$ cat config.mk
export PLATFORM = sky130hd
export DESIGN_NAME = approx_mac_accumulator_flat
export DESIGN_NICKNAME = d
export VERILOG_FILES = /design/src/rtl/approx_mac_accumulator_pkg.sv /design/src/rtl/approx_mac_accumulator_if.sv /design/src/rtl/approx_mac_accumulator_sat_counter.sv /design/src/rtl/approx_mac_accumulator.sv /design/src/flat_wrapper.sv
export SDC_FILE = /design/constraint.sdc
export NUM_CORES = 1
export LEC_CHECK = 0
export CORE_MARGIN = 2
export CORE_UTILIZATION = 49
export CTS_CLUSTER_DIAMETER = 60
export CTS_CLUSTER_SIZE = 28
export DETAILED_ROUTE_END_ITERATION = 12
export GPL_ROUTABILITY_DRIVEN = 0
export PLACE_DENSITY = 0.76
export SLEW_MARGIN = 30
export SYNTH_ARGS = -nofsm -noshare
export SYNTH_HDL_FRONTEND = slang
export SYNTH_HIERARCHICAL = 1
export SYNTH_SLANG_ARGS = --single-unit
$ cat constraint.sdc
create_clock -name clk -period 2.34 [get_ports clk]
set_input_delay 0.234 -clock clk [delete_from_list [all_inputs] [get_ports clk]]
set_output_delay 0.234 -clock clk [all_outputs]
set_load 0.1 [all_outputs]
$ cat src/rtl/approx_mac_accumulator_pkg.sv
// Shared types and helpers for the approximate-MAC accumulator stage.
package approx_mac_pkg;

    localparam int DEF_PROD_W = 16;
    localparam int DEF_ACC_W  = 24;
    localparam int DEF_CNT_W  = 8;
    localparam int MAX_CNT_W  = 32;

    typedef enum logic [1:0] {
        IDLE  = 2'd0,
        ACCUM = 2'd1,
        DONE  = 2'd2
    } state_t;

    // Increment that sticks at max_value instead of wrapping.
    function automatic logic [MAX_CNT_W-1:0] sat_inc(
        input logic [MAX_CNT_W-1:0] value,
        input logic [MAX_CNT_W-1:0] max_value
    );
        return (value >= max_value) ? max_value : value + 1'b1;
    endfunction

endpackage

$ cat src/rtl/approx_mac_accumulator_if.sv
// Product-in / packet-result-out handshake bundle for approx_mac_accumulator.
interface approx_mac_accumulator_if
    import approx_mac_pkg::*;
#(
    parameter int PROD_W = DEF_PROD_W,
    parameter int ACC_W  = DEF_ACC_W,
    parameter int CNT_W  = DEF_CNT_W
);
    logic              in_valid;
    logic              in_ready;
    logic [PROD_W-1:0] in_prod;
    logic              in_last;
    logic              out_valid;
    logic              out_ready;
    logic [ACC_W-1:0]  out_sum;
    logic [CNT_W-1:0]  out_count;
    logic              out_ovf;

    modport master (
        output in_valid, in_prod, in_last, out_ready,
        input  in_ready, out_valid, out_sum, out_count, out_ovf
    );

    modport slave (
        input  in_valid, in_prod, in_last, out_ready,
        output in_ready, out_valid, out_sum, out_count, out_ovf
    );
endinterface

$ cat src/rtl/approx_mac_accumulator_sat_counter.sv
// Saturating term counter: clear has priority over enable; sat_hit flags an
// increment attempted while already at the maximum.
module approx_mac_sat_counter
    import approx_mac_pkg::*;
#(
    parameter int CNT_W = DEF_CNT_W
) (
    input  logic             clk,
    input  logic             rst_n,
    input  logic             clr,
    input  logic             en,
    output logic [CNT_W-1:0] count_next,
    output logic             sat_hit
);
    localparam logic [CNT_W-1:0] CNT_MAX = '1;

    logic [CNT_W-1:0] count_reg;

    assign sat_hit    = en && (count_reg == CNT_MAX);
    assign count_next = en ? CNT_W'(sat_inc(MAX_CNT_W'(count_reg), MAX_CNT_W'(CNT_MAX)))
                           : count_reg;

    always_ff @(posedge clk) begin
        if (!rst_n || clr) begin
            count_reg <= '0;
        end else begin
            count_reg <= count_next;
        end
    end
endmodule

$ cat src/rtl/approx_mac_accumulator.sv
// Packet dot-product accumulator for approximate-multiplier products.
// Optional per-term bias compensation enabled by `define APPROX_BIAS_COMP_EN.
module approx_mac_accumulator
    import approx_mac_pkg::*;
#(
    parameter int                PROD_W = DEF_PROD_W,
    parameter int                ACC_W  = DEF_ACC_W,
    parameter int                CNT_W  = DEF_CNT_W,
    parameter logic [PROD_W-1:0] BIAS   = '0
) (
    input  logic clk,
    input  logic rst_n,
    approx_mac_accumulator_if.slave bus
);
    state_t           state_reg;
    logic [ACC_W-1:0] acc_reg;
    logic             ovf_reg;
    logic [ACC_W-1:0] sum_reg;
    logic [CNT_W-1:0] count_reg;
    logic             ovf_out_reg;
    logic             valid_reg;

    logic             accept;
    logic [ACC_W:0]   term;
    logic [ACC_W+1:0] sum_wide;
    logic             add_carry;
    logic             sat_hit;
    logic             ovf_next;
    logic [CNT_W-1:0] cnt_next;

    assign accept = bus.in_valid && (state_reg != DONE);

`ifdef APPROX_BIAS_COMP_EN
    assign term = (ACC_W+1)'(bus.in_prod) + (ACC_W+1)'(BIAS);
`else
    logic unused_bias;
    assign unused_bias = ^BIAS;
    assign term        = (ACC_W+1)'(bus.in_prod);
`endif

    // acc_reg is zero in IDLE, so one adder serves both the first and later terms.
    assign sum_wide  = (ACC_W+2)'(acc_reg) + (ACC_W+2)'(term);
    assign add_carry = |sum_wide[ACC_W+1:ACC_W];
    assign ovf_next  = ovf_reg | add_carry | sat_hit;

    approx_mac_sat_counter #(
        .CNT_W (CNT_W)
    ) u_cnt (
        .clk        (clk),
        .rst_n      (rst_n),
        .clr        (accept && bus.in_last),
        .en         (accept),
        .count_next (cnt_next),
        .sat_hit    (sat_hit)
    );

    always_ff @(posedge clk) begin
        if (!rst_n) begin
            state_reg   <= IDLE;
            acc_reg     <= '0;
            ovf_reg     <= 1'b0;
            sum_reg     <= '0;
            count_reg   <= '0;
            ovf_out_reg <= 1'b0;
            valid_reg   <= 1'b0;
        end else begin
            case (state_reg)
                IDLE, ACCUM: begin
                    if (accept) begin
                        if (bus.in_last) begin
                            sum_reg     <= sum_wide[ACC_W-1:0];
                            count_reg   <= cnt_next;
                            ovf_out_reg <= ovf_next;
                            valid_reg   <= 1'b1;
                            acc_reg     <= '0;
                            ovf_reg     <= 1'b0;
                            state_reg   <= DONE;
                        end else begin
                            acc_reg   <= sum_wide[ACC_W-1:0];
                            ovf_reg   <= ovf_next;
                            state_reg <= ACCUM;
                        end
                    end
                end
                DONE: begin
                    if (bus.out_ready) begin
                        valid_reg <= 1'b0;
                        state_reg <= IDLE;
                    end
                end
                default: state_reg <= IDLE;
            endcase
        end
    end

    assign bus.in_ready  = (state_reg != DONE);
    assign bus.out_valid = valid_reg;
    assign bus.out_sum   = sum_reg;
    assign bus.out_count = count_reg;
    assign bus.out_ovf   = ovf_out_reg;
endmodule

$ cat src/flat_wrapper.sv
// flat-port wrapper written by rule: the top's interface ports become plain ports
module approx_mac_accumulator_flat import approx_mac_pkg::*;
#(
    parameter int                PROD_W = DEF_PROD_W,
    parameter int                ACC_W  = DEF_ACC_W,
    parameter int                CNT_W  = DEF_CNT_W,
    parameter logic [PROD_W-1:0] BIAS   = '0
)
  (clk, rst_n, bus_in_valid, bus_in_prod, bus_in_last, bus_out_ready, bus_in_ready, bus_out_valid, bus_out_sum, bus_out_count, bus_out_ovf);
  approx_mac_accumulator_if #(.PROD_W(PROD_W), .ACC_W(ACC_W), .CNT_W(CNT_W)) bus_i ();
  input  logic clk;
  input  logic rst_n;
  input wire logic [$bits(bus_i.in_valid)-1:0] bus_in_valid;
  input wire logic [$bits(bus_i.in_prod)-1:0] bus_in_prod;
  input wire logic [$bits(bus_i.in_last)-1:0] bus_in_last;
  input wire logic [$bits(bus_i.out_ready)-1:0] bus_out_ready;
  output wire logic [$bits(bus_i.in_ready)-1:0] bus_in_ready;
  output wire logic [$bits(bus_i.out_valid)-1:0] bus_out_valid;
  output wire logic [$bits(bus_i.out_sum)-1:0] bus_out_sum;
  output wire logic [$bits(bus_i.out_count)-1:0] bus_out_count;
  output wire logic [$bits(bus_i.out_ovf)-1:0] bus_out_ovf;
  assign bus_i.in_valid = bus_in_valid;
  assign bus_i.in_prod = bus_in_prod;
  assign bus_i.in_last = bus_in_last;
  assign bus_i.out_ready = bus_out_ready;
  assign bus_in_ready = bus_i.in_ready;
  assign bus_out_valid = bus_i.out_valid;
  assign bus_out_sum = bus_i.out_sum;
  assign bus_out_count = bus_i.out_count;
  assign bus_out_ovf = bus_i.out_ovf;
  approx_mac_accumulator #(.PROD_W(PROD_W), .ACC_W(ACC_W), .CNT_W(CNT_W), .BIAS(BIAS)) u_core (.clk(clk), .rst_n(rst_n), .bus(bus_i));
endmodule
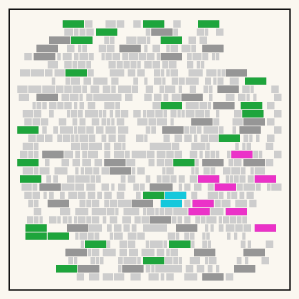
(run_1/ff_map.png)
Drawn at 3 px/um. Other sequential cells in the stronger grey, the rest of the logic in the fainter grey.
- cyan: `u_core/state_reg` (sequential cells 2)
- green: `u_core/bus.out_sum` (sequential cells 24; where widely spread)
- magenta: `u_core/u_cnt/count_reg` (sequential cells 8)
- not coloured: 35

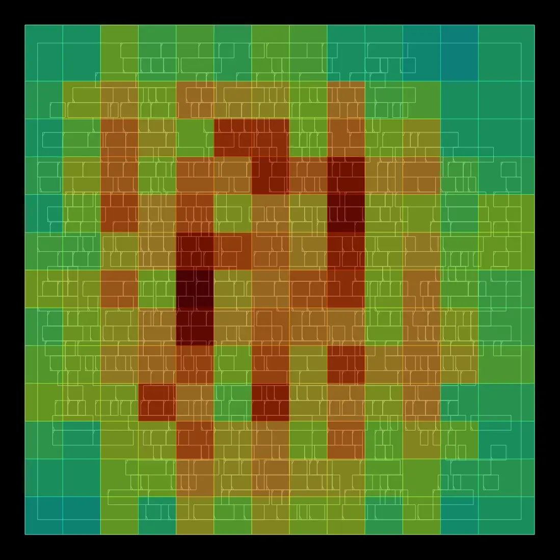
(run_1/congestion_map.png)
final core occ: 64.9%
met1 track demand over resource: 32.8%
GRT Resource Usage Total: 24.9%
GRT busiest layer: met2
global routing usage on met3: 3.14%

==> impl_metrics.tcl, run 1 <==
# implementation run metrics
set metrics [dict create \
    timing.critical_path.arrival_ns 2.49 \
    wl_per_cell_um 15.3 \
    cp_startpoint_kind "input port" \
    floorplan.initialDensity_pct 50.6 \
    post_synth_ao_oa_area_fraction_pct 24.0 \
    endpoint_kind "flip-flop" \
    share_of_the_yosys_chip_area_belonging_to_registers_pct 35.5 \
    filler_cell_count 667 \
    worst-endpoint-required_ns 2.58 \
    largest_area_cell "sky130_fd_sc_hd__dfxtp_1" \
    vdd.ir_drop.worst_uv 344 \
    run_status "finished, final reports clean" \
    synth.area.mux_share_pct 0.773 \
    die_h_um 93.1 \
    drcViolationCount 0 \
    switching_share_pct 35.5 \
    core_area_mm2 0.00769 \
    synth-area-yosys_mm2 0.00389 \
    clock-skew-final_ns 0.00988 \
    drv_cap 0 \
    top_cell_area_share_pct 35.5 \
    yosysWarnings 6 \
    grt-ovfl-total 0 \
    layout.nets 617 \
    path_buffers 2 \
    slew_headroom_pct 64.5 \
    clk-insertion-delay-late_ns 0.35 \
]
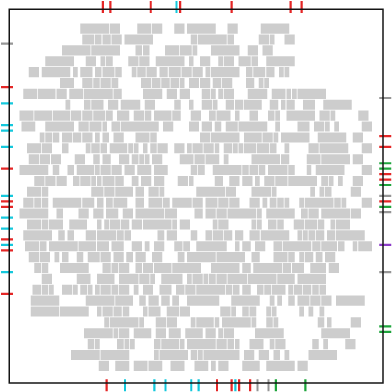
(run_1/pinout.png)
Drawn at 4 px/um. Pins as bars across the die edge, other pins in grey.
- purple: `bus_in_valid` (pins 1; direction input; edge right)
- green: `bus_out_count` (pins 8; direction output; edge 6 right, 2 bottom)
- red: `bus_out_sum` (pins 24; direction output; edge 7 left, 7 top, 5 bottom, 5 right)
- cyan: `bus_in_prod` (pins 16; direction input; edge 9 left, 6 bottom, 1 top)

[run 1: stage by stage]
step           utilization, %  setup slack (ns)  cell area [um^2]  TNS [ns]
6_report                 64.9            0.0940              4990         0
5_1_grt                  64.9           -0.0182              4990   -0.0473
4_1_cts                  64.2            0.0111              4930         0
3_5_place_dp             61.8            -0.449              4750     -8.84
3_3_place_gp             61.8            -0.371              4750     -6.84
2_1_floorplan               -            0.0196              3890         0
[run 1: worst min-delay path, delay by kind of cell]
kind | cells | cell delay, ns
AND-OR/OR-AND | 1 | 0.11
buffers and inverters | 1 | 0.13
adder cells (fa/ha/maj) | 1 | 0.15
AND/OR/NAND/NOR | 1 | 0.04
[run 1: power by group through the flow]
stage	combinational [uW]	sequential (uW)	clock, uW
3_3_place_gp	760	1280	0
2_1_floorplan	313	1490	0
4_1_cts	779	1260	880
5_1_grt	842	1260	932
6_report	789	1260	866
3_5_place_dp	772	1280	0
[run 1: path summary, 6_finish.rpt]
path	endpoint	from
max reg2reg	u_core/acc_reg[22]$_SDFFE_PN0P_	u_core/acc_reg[0]$_SDFFE_PN0P_
max	u_core/acc_reg[22]$_SDFFE_PN0P_	bus_in_prod[7]
min reg2reg	u_core/bus.out_count[3]$_SDFFE_PN0P_	u_core/bus.out_count[3]$_SDFFE_PN0P_
min	u_core/bus.out_sum[0]$_SDFFE_PN0P_	bus_in_prod[0]
[run 1: area by class of cell]
| cell class | instances | share of cell area (%) |
|---|---|---|
| multi-input combinational | 369 | 46.7 |
| sequential | 69 | 27.7 |
| timing repair buffer | 116 | 18.8 |
| clock buffer | 10 | 2.56 |
| tap | 102 | 2.56 |
| inverter | 13 | 0.978 |
| clock inverter | 6 | 0.777 |
[run 1: timing repair]
action	CTS	global route
setup buffers	0	3
setup endpoints to repair	3	24
pin swaps	2	7
gates resized	6	8
==> run_1/closeup.png <==
Region (34, 15) to (59, 40) um. Cells in grey, sequential cells in the stronger grey; small squares are vias.
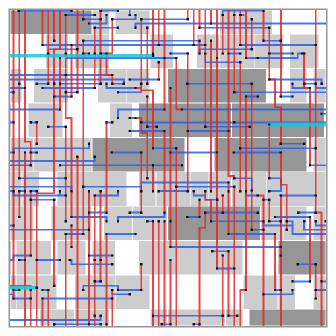

==> run 2, diff against run 1 <==
Settings changed: PLACE_DENSITY 0.76 to not set, PLACE_DENSITY_LB_ADDON set to 0.15, SLEW_MARGIN 30 to 5.
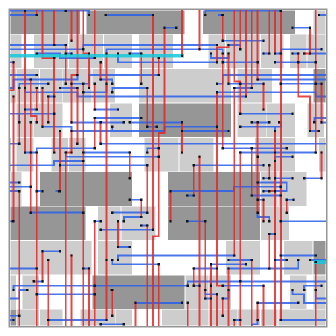
(run_2/closeup.png)
Region (34, 15) to (59, 40) um. Cells in grey, sequential cells in the stronger grey; small squares are vias.
- cyan: M3
- blue: M1
- red: M2
- most frequent: buf_4 (8), dfxtp_1 (8), nand2_1 (6)
- cells with their middle in the window: 51
- sequential cells in the window: 9
- netlist names of flops here include: `u_core/acc_reg` (3), `u_core/bus.out_sum` (3), `u_core/state_reg` (2)

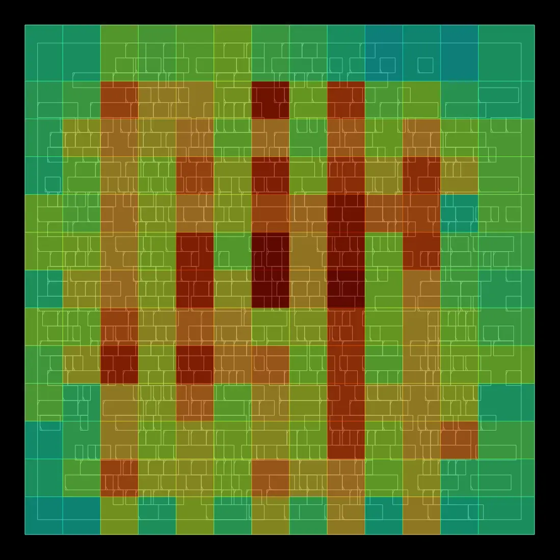
(run_2/congestion_map.png)
final core occ: 65.5%
GRT Resource Usage Total: 24.8%
met1 track demand over resource: 32.6%
met2 demand-to-capacity share in global routing: 42.6%
global routing usage on met3: 3.71%

==> run 2 against run 1 <==
Net effect: first-iteration DRC count shrank 19%; global-route usage is essentially flat; synthesized cell count is the same; power grew 3.9%; hold slack lost 0.016 ns; register-to-register slack lost 0.02 ns; sequential cell count is the same; utilization grew 0.59 points; final cell count shrank 0.44%; sequential share of layout area shrank 0.25 points; critical endpoint is now u_core/bus.out_sum[16]$_SDFFE_PN0P_.
==> impl_metrics.tcl, run 2 <==
# implementation run metrics
set metrics [dict create \
    run_status "finished, final reports clean" \
    grt_busiest_layer "met2" \
    worst-endpoint-required_ns 2.58 \
    cp_startpoint_kind "flip-flop" \
    hold_end "u_core/bus.out_sum[0]$_SDFFE_PN0P_" \
    drv_cap 0 \
    timing.critical_path.arrival_ns 2.50 \
    dr.pass1.iters 5 \
    power.share.combinational_pct 26.2 \
    top_cell_area_share_pct 35.5 \
    grt-ovfl-total 0 \
    share_of_the_yosys_chip_area_belonging_to_registers_pct 35.5 \
    holdCritStartpoint "bus_in_prod[0]" \
    cts_resized 6 \
    crit_path_end "u_core/bus.out_sum[16]$_SDFFE_PN0P_" \
    synth-area-yosys_mm2 0.00389 \
    layout.nets 615 \
    drcViolationCount 0 \
    tool_warning_count 27 \
    vdd.ir_drop.worst_uv 431 \
    pg_seq_uw 1260 \
    p_comb_uw 794 \
    cp-startpoint "u_core/acc_reg[0]$_SDFFE_PN0P_" \
    ff_type "sky130_fd_sc_hd__dfxtp_1" \
    floorplan.initialDensity_pct 50.6 \
    worst_slack_ns 0.0779 \
    die_h_um 93.1 \
    wl_per_cell_um 15.5 \
    largest_area_cell "sky130_fd_sc_hd__dfxtp_1" \
    clk-insertion-delay-late_ns 0.34 \
    top_layout_cells "sky130_fd_sc_hd__buf_4, sky130_fd_sc_hd__dfxtp_1, sky130_fd_sc_hd__nand2_1, sky130_fd_sc_hd__a21oi_1, sky130_fd_sc_hd__nor2_1" \
    core_area_mm2 0.00769 \
    netlist-cell-type-count 60 \
    slew_headroom_pct 62.6 \
    grt_setup_unrepaired "true" \
    endpoint_kind "flip-flop" \
    synth_nets 523 \
    power.largest_group "sequential cells" \
    r2r-start "u_core/acc_reg[0]$_SDFFE_PN0P_" \
    switching_share_pct 32.4 \
    r2r_end "u_core/bus.out_sum[16]$_SDFFE_PN0P_" \
    post-place-ws_ns -0.475 \
    largest_net_degree_at_the_start_of_global_routing 45 \
    filler_cell_count 677 \
    pg_clk_uw 975 \
    yosysWarnings 6 \
]
## run 2: kinds of logic after synthesis
kind of cell	count (synthesis)	synth area share [%]
AOI/OAI and AO/OA	142	24.0
xor gates and xnor gates	13	2.93
adders and majority gates	18	5.99
buffers and inverters	46	5.73
DFF	69	35.5
muxes	3	0.773
and+or+nand+nor	193	25.0
## run 2: area by class of cell
| class | count | area [um^2] | share of cell area [%] |
|---|---|---|---|
| multi-input combinational | 369 | 2350 | 46.7 |
| sequential | 69 | 1380 | 27.5 |
| timing repair buffer | 114 | 933 | 18.5 |
| clock buffer | 14 | 163 | 3.23 |
| tap | 102 | 128 | 2.53 |
| inverter | 13 | 48.8 | 0.969 |
| clock inverter | 1 | 30.0 | 0.596 |
## run 2: worst max-delay path: stages (launching register included)
cell and delay (ns):
sky130_fd_sc_hd__dfxtp_2 0.37, sky130_fd_sc_hd__ha_4 0.14, sky130_fd_sc_hd__inv_2 0.04, sky130_fd_sc_hd__fa_2 0.35
sky130_fd_sc_hd__nor2b_2 0.14, sky130_fd_sc_hd__o2111ai_2 0.17, sky130_fd_sc_hd__a21o_1 0.23, sky130_fd_sc_hd__a21boi_2 0.23
sky130_fd_sc_hd__buf_4 0.16, sky130_fd_sc_hd__nor2_2 0.04, sky130_fd_sc_hd__o311ai_0 0.28
## run 2: through the flow
step                      setup TNS, ns  hold slack [ns]  cell area [um^2]
final                                 0            0.335              5030
after floorplan                       0            0.351              3890
after global routing            -0.0251            0.343              5030
after CTS                             0            0.459              4950
after detailed placement          -8.00            0.449              4750
after global placement            -7.39            0.444              4750
## run 2: layer usage
metal / share of wire, % / wire length [um]
met4: 1.2 / 127
met5: 0 / 0
met2: 48 / 5070
met3: 4.8 / 508
met1: 46 / 4870
Power and IR drop assume default switching activity.
